==> config.mk <==
export PLATFORM = sky130hd
export DESIGN_NAME = ripple_count_monitor_flat
export DESIGN_NICKNAME = d
export VERILOG_FILES = /design/src/rtl/ripple_count_monitor_if.sv /design/src/rtl/ripple_count_monitor.sv /design/src/flat_wrapper.sv
export SDC_FILE = /design/constraint.sdc
export NUM_CORES = 1
export LEC_CHECK = 0
export CAP_MARGIN = 10
export CORE_MARGIN = 10
export CORE_UTILIZATION = 58
export CTS_CLUSTER_SIZE = 40
export DETAILED_ROUTE_END_ITERATION = 16
export PLACE_DENSITY = 0.84
export SYNTH_ARGS = -nofsm -noshare
export SYNTH_HDL_FRONTEND = slang
export SYNTH_SLANG_ARGS = --single-unit
==> constraint.sdc <==
create_clock -name clk -period 4.3 [get_ports clk]
set_input_delay 0.645 -clock clk [delete_from_list [all_inputs] [get_ports clk]]
set_output_delay 0.645 -clock clk [all_outputs]
set_load 0.005 [all_outputs]
==> src/rtl/ripple_count_monitor_if.sv <==
// rtl/ripple_count_monitor_if.sv - counter pins in, clean count and step events out
interface ripple_count_monitor_if #(
    parameter int ERR_W = 8
);
    logic             m;
    logic             qa;
    logic             qb;
    logic             qc;
    logic             err_clr;
    logic [2:0]       count;
    logic             count_valid;
    logic             step_up;
    logic             step_down;
    logic             wrap;
    logic             step_err;
    logic             dir_err;
    logic [ERR_W-1:0] err_cnt;

    modport master (
        output m, qa, qb, qc, err_clr,
        input  count, count_valid, step_up, step_down, wrap, step_err, dir_err, err_cnt
    );

    modport slave (
        input  m, qa, qb, qc, err_clr,
        output count, count_valid, step_up, step_down, wrap, step_err, dir_err, err_cnt
    );
endinterface

==> src/rtl/ripple_count_monitor.sv <==
// rtl/ripple_count_monitor.sv - sync, deglitch and classify steps of a 3-bit ripple counter
module ripple_count_monitor #(
    parameter int STABLE_CYCLES = 2,
    parameter int ERR_W         = 8
) (
    input  logic                  clk,
    input  logic                  rst,
    ripple_count_monitor_if.slave bus
);
    typedef enum logic {S_INIT, S_TRACK} state_t;

    localparam logic [4:0] STAB_N = 5'(STABLE_CYCLES);

    logic [2:0]       r_q_s1, r_q_s2;
    logic             r_m_s1, r_m_s2, r_m_last, r_grace;
    logic [1:0]       r_sync_vld;
    logic [2:0]       r_cand;
    logic             r_cand_vld, r_fired;
    logic [3:0]       r_stab;
    state_t           r_state;
    logic [2:0]       r_count;
    logic             r_count_valid, r_step_up, r_step_down, r_wrap, r_step_err, r_dir_err;
    logic [ERR_W-1:0] r_err_cnt;

    logic             w_filt_en, w_new, w_accept, w_grace, w_step, w_err;
    logic [4:0]       w_stab_inc;
    logic [2:0]       w_plus, w_minus;
    state_t           w_state_n;
    logic [2:0]       w_count_n;
    logic             w_valid_n, w_up_n, w_down_n, w_wrap_n, w_serr_n, w_derr_n;

    // The sync chain holds reset zeros for two edges; the filter ignores them.
    assign w_filt_en  = r_sync_vld[1];
    assign w_new      = !r_cand_vld || (r_q_s2 != r_cand);
    assign w_stab_inc = {1'b0, r_stab} + 5'd1;
    assign w_accept   = w_filt_en &&
                        (w_new ? (STABLE_CYCLES == 1) : (!r_fired && (w_stab_inc >= STAB_N)));
    assign w_grace    = r_grace || (r_m_s2 != r_m_last);
    assign w_plus     = r_count + 3'd1;
    assign w_minus    = r_count - 3'd1;
    assign w_err      = r_step_err || r_dir_err;

    always_ff @(posedge clk) begin
        if (rst) begin
            r_q_s1     <= 3'd0;
            r_q_s2     <= 3'd0;
            r_m_s1     <= 1'b0;
            r_m_s2     <= 1'b0;
            r_m_last   <= 1'b0;
            r_sync_vld <= 2'b00;
            r_cand     <= 3'd0;
            r_cand_vld <= 1'b0;
            r_fired    <= 1'b0;
            r_stab     <= 4'd0;
        end else begin
            r_q_s1     <= {bus.qc, bus.qb, bus.qa};
            r_q_s2     <= r_q_s1;
            r_m_s1     <= bus.m;
            r_m_s2     <= r_m_s1;
            r_m_last   <= r_m_s2;
            r_sync_vld <= {r_sync_vld[0], 1'b1};
            if (w_filt_en) begin
                if (w_new) begin
                    r_cand     <= r_q_s2;
                    r_cand_vld <= 1'b1;
                    r_stab     <= 4'd1;
                    r_fired    <= w_accept;
                end else if (!r_fired) begin
                    r_stab  <= w_stab_inc[3:0];
                    r_fired <= w_accept;
                end
            end
        end
    end

    always_comb begin
        w_state_n = r_state;
        w_count_n = r_count;
        w_valid_n = r_count_valid;
        w_up_n    = 1'b0;
        w_down_n  = 1'b0;
        w_wrap_n  = 1'b0;
        w_serr_n  = 1'b0;
        w_derr_n  = 1'b0;
        w_step    = 1'b0;
        case (r_state)
            S_INIT: begin
                if (w_accept) begin
                    w_count_n = r_q_s2;
                    w_valid_n = 1'b1;
                    w_state_n = S_TRACK;
                end
            end
            S_TRACK: begin
                if (w_accept && (r_q_s2 != r_count)) begin
                    w_step    = 1'b1;
                    w_count_n = r_q_s2;
                    if (r_q_s2 == w_plus) begin
                        w_up_n   = 1'b1;
                        w_wrap_n = (r_count == 3'd7);
                        w_derr_n = r_m_s2 && !w_grace;
                    end else if (r_q_s2 == w_minus) begin
                        w_down_n = 1'b1;
                        w_wrap_n = (r_count == 3'd0);
                        w_derr_n = !r_m_s2 && !w_grace;
                    end else begin
                        w_serr_n = 1'b1;
                    end
                end
            end
            default: w_state_n = S_INIT;
        endcase
    end

    always_ff @(posedge clk) begin
        if (rst) begin
            r_state       <= S_INIT;
            r_count       <= 3'd0;
            r_count_valid <= 1'b0;
            r_step_up     <= 1'b0;
            r_step_down   <= 1'b0;
            r_wrap        <= 1'b0;
            r_step_err    <= 1'b0;
            r_dir_err     <= 1'b0;
            r_grace       <= 1'b0;
        end else begin
            r_state       <= w_state_n;
            r_count       <= w_count_n;
            r_count_valid <= w_valid_n;
            r_step_up     <= w_up_n;
            r_step_down   <= w_down_n;
            r_wrap        <= w_wrap_n;
            r_step_err    <= w_serr_n;
            r_dir_err     <= w_derr_n;
            r_grace       <= w_step ? 1'b0 : w_grace;
        end
    end

    // Counts the cycle an error pulse is visible, so a clear in that cycle keeps it.
    always_ff @(posedge clk) begin
        if (rst) begin
            r_err_cnt <= '0;
        end else if (bus.err_clr) begin
            r_err_cnt <= ERR_W'(w_err);
        end else if (w_err && (r_err_cnt != '1)) begin
            r_err_cnt <= r_err_cnt + 1'b1;
        end
    end

    assign bus.count       = r_count;
    assign bus.count_valid = r_count_valid;
    assign bus.step_up     = r_step_up;
    assign bus.step_down   = r_step_down;
    assign bus.wrap        = r_wrap;
    assign bus.step_err    = r_step_err;
    assign bus.dir_err     = r_dir_err;
    assign bus.err_cnt     = r_err_cnt;
endmodule
==> src/flat_wrapper.sv <==
// flat-port wrapper written by rule: the top's interface ports become plain ports
module ripple_count_monitor_flat 
#(
    parameter int STABLE_CYCLES = 2,
    parameter int ERR_W         = 8
)
  (clk, rst, bus_m, bus_qa, bus_qb, bus_qc, bus_err_clr, bus_count, bus_count_valid, bus_step_up, bus_step_down, bus_wrap, bus_step_err, bus_dir_err, bus_err_cnt);
  ripple_count_monitor_if #(.ERR_W(ERR_W)) bus_i ();
  input  logic clk;
  input  logic rst;
  input wire logic [$bits(bus_i.m)-1:0] bus_m;
  input wire logic [$bits(bus_i.qa)-1:0] bus_qa;
  input wire logic [$bits(bus_i.qb)-1:0] bus_qb;
  input wire logic [$bits(bus_i.qc)-1:0] bus_qc;
  input wire logic [$bits(bus_i.err_clr)-1:0] bus_err_clr;
  output wire logic [$bits(bus_i.count)-1:0] bus_count;
  output wire logic [$bits(bus_i.count_valid)-1:0] bus_count_valid;
  output wire logic [$bits(bus_i.step_up)-1:0] bus_step_up;
  output wire logic [$bits(bus_i.step_down)-1:0] bus_step_down;
  output wire logic [$bits(bus_i.wrap)-1:0] bus_wrap;
  output wire logic [$bits(bus_i.step_err)-1:0] bus_step_err;
  output wire logic [$bits(bus_i.dir_err)-1:0] bus_dir_err;
  output wire logic [$bits(bus_i.err_cnt)-1:0] bus_err_cnt;
  assign bus_i.m = bus_m;
  assign bus_i.qa = bus_qa;
  assign bus_i.qb = bus_qb;
  assign bus_i.qc = bus_qc;
  assign bus_i.err_clr = bus_err_clr;
  assign bus_count = bus_i.count;
  assign bus_count_valid = bus_i.count_valid;
  assign bus_step_up = bus_i.step_up;
  assign bus_step_down = bus_i.step_down;
  assign bus_wrap = bus_i.wrap;
  assign bus_step_err = bus_i.step_err;
  assign bus_dir_err = bus_i.dir_err;
  assign bus_err_cnt = bus_i.err_cnt;
  ripple_count_monitor #(.STABLE_CYCLES(STABLE_CYCLES), .ERR_W(ERR_W)) u_core (.clk(clk), .rst(rst), .bus(bus_i));
endmodule
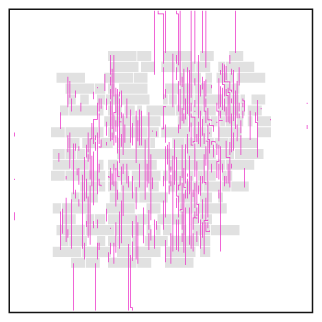
**Above:** metal 2.
Scale: 4 px per um.
- longest straight run: 26.2 um
- share of all routed wire: 49%
- main direction: vertical
routed wire length: 3505 um
GR Layer Usage met2: 22.66%
detailed-route via count: 1329

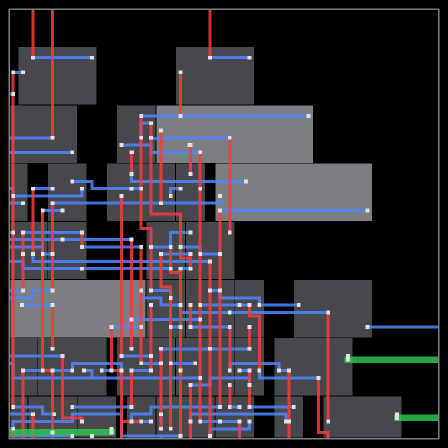
**Above:** layout detail.
Window x 47 to 67, y 47 to 67 um. Cells in gray, sequential cells in the stronger gray; small squares are vias.
- red: metal 2
- blue: metal 1
- green: metal 3
- cells with their middle in the window: 30
- most frequent: clkdlybuf4s50_1 (6), nand2_1 (3), dfxtp_1 (3)
- sequential cells in the window: 3
- netlist names of flops here include: `u_core.bus.err_cnt` (3)

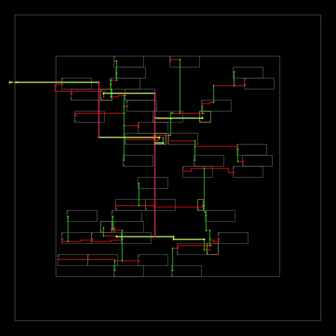
**Above:** clock nets.
clock sinks: 39
Seq Cell Count: 39
Late-Pin Clk Latency: 0.35 ns

==> impl_metrics.json <==
{
  "p_leak_uw": 0.0007721,
  "met1_length_um": 1565,
  "hp-start": "u_core.r_q_s1[1]",
  "top_cells_by_area": "dfxtp_1 44%, ha_1 4.9%, nor2b_1 3.5%, mux2i_1 3.4%, nor2_1 3.2%",
  "powerSeq_uw": 378,
  "grt_pass1_wl_um": 6009,
  "comb_area_share_pct": 44.70,
  "hold_ws_ns": 0.4445,
  "cts_max_path_buffers": 2,
  "fin_ws_ns": 2.249,
  "drtIter0Drc": 101,
  "outcome": "finished, final reports clean",
  "syn_nets": 195,
  "cp-startpoint": "u_core.bus.count[2]",
  "max_freq_mhz": 487.7,
  "path_clk_slew_ns": 0.10,
  "overflow": 0,
  "fin_cells": 235,
  "largestPowerGroup": "registers",
  "yosysCellCount": 181,
  "drc": 0,
  "cts-root-buf": "clkbuf_4",
  "async_flop_share_pct": 0,
  "wl_met3_um": 168,
  "first_pass_iters": 4,
  "dpl_worst_slack_ns": 1.945,
  "fin_crit_sh_pct": 47.69,
  "p_clk_uw": 168,
  "top_cell": "dfxtp_1",
  "postSynthAreaPerCell_um2": 9.844,
  "finalSetupViolations": 0,
  "fp_util_pct": 59.33,
  "cts_made_buffers": 5,
  "fin_util_pct": 68.33,
  "seqPwrFrac_pct": 64.4,
  "mostFrequentLayoutCells": "39 x dfxtp_1, 23 x clkdlybuf4s50_1, 15 x nor2_1, 12 x nand2_1, 10 x nor2b_1",
  "hold_viol_final": 0,
  "dpl.hpwl_um": 2672,
  "placed_cells": 229,
  "crit_end": "bus_count[2]",
  "yosys.area.top_type_share_pct": 43.82,
  "holdPathStages": 1,
  "flop_cell": "dfxtp_1",
  "clkPwrFrac_pct": 28.7,
  "cts_tree": "yes",
  "yosysWarnings": 0,
  "crit_path_start_kind": "register",
  "common_cells": "39 x dfxtp_1, 15 x nor2_1, 12 x nand2_1",
  "log.warning_count": 29,
  "comb_cell_power_uw": 40.4,
  "globalplace.congestion": 0.8098,
  "ys_seq_share_pct": 43.82,
  "hold_path.class": "reg -> reg",
  "mux_share_pct": 3.371,
  "timing.rr.end": "u_core.r_stab[0]",
  "postCtsSetupBuffers": 0,
  "inverters": 9,
  "tns_ns": 0,
  "power_uw": 586.5,
  "slew_viol_final": 0,
  "logic_gate_count": 124,
  "worst_slew_pin_slew_ns": 0.7819,
  "p_switching_uw": 139.8,
  "rsz0062_at_grt": "false",
  "synth_cell_types": 45
}
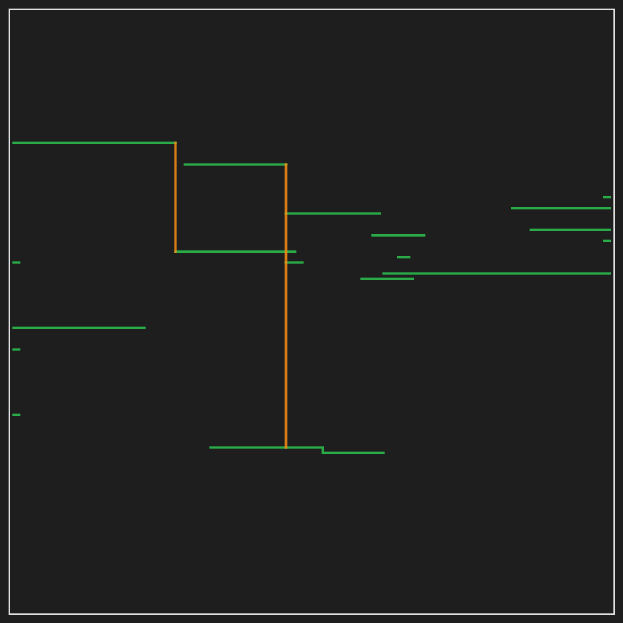
**Above:** signal wires by layer.
Scale: 8 px per um. Two of the layers only.
- green: metal 3 (wire length 168 um)
- orange: metal 4 (wire length 49.0 um)
Avg WL per Cell: 14.91 um
GR Util All Layers: 13.73%

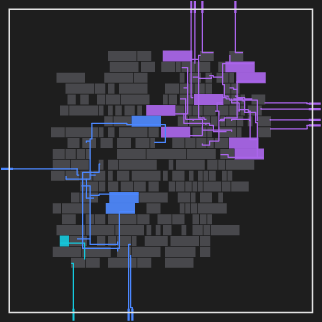
**Above:** nets reached from selected ports.
Scale: 4 px per um.
- blue: `bus_count` (bits 3; direction output; end cells 3; buffers 3; wire 194 um)
- purple: `bus_err_cnt` (bits 8; direction output; end cells 8; buffers 8; wire 328 um)
- cyan: `bus_qb` (bits 1; direction input; end cells 1; buffers 1; wire 22.2 um)
Port Buffers: 23
I/O pins: 24

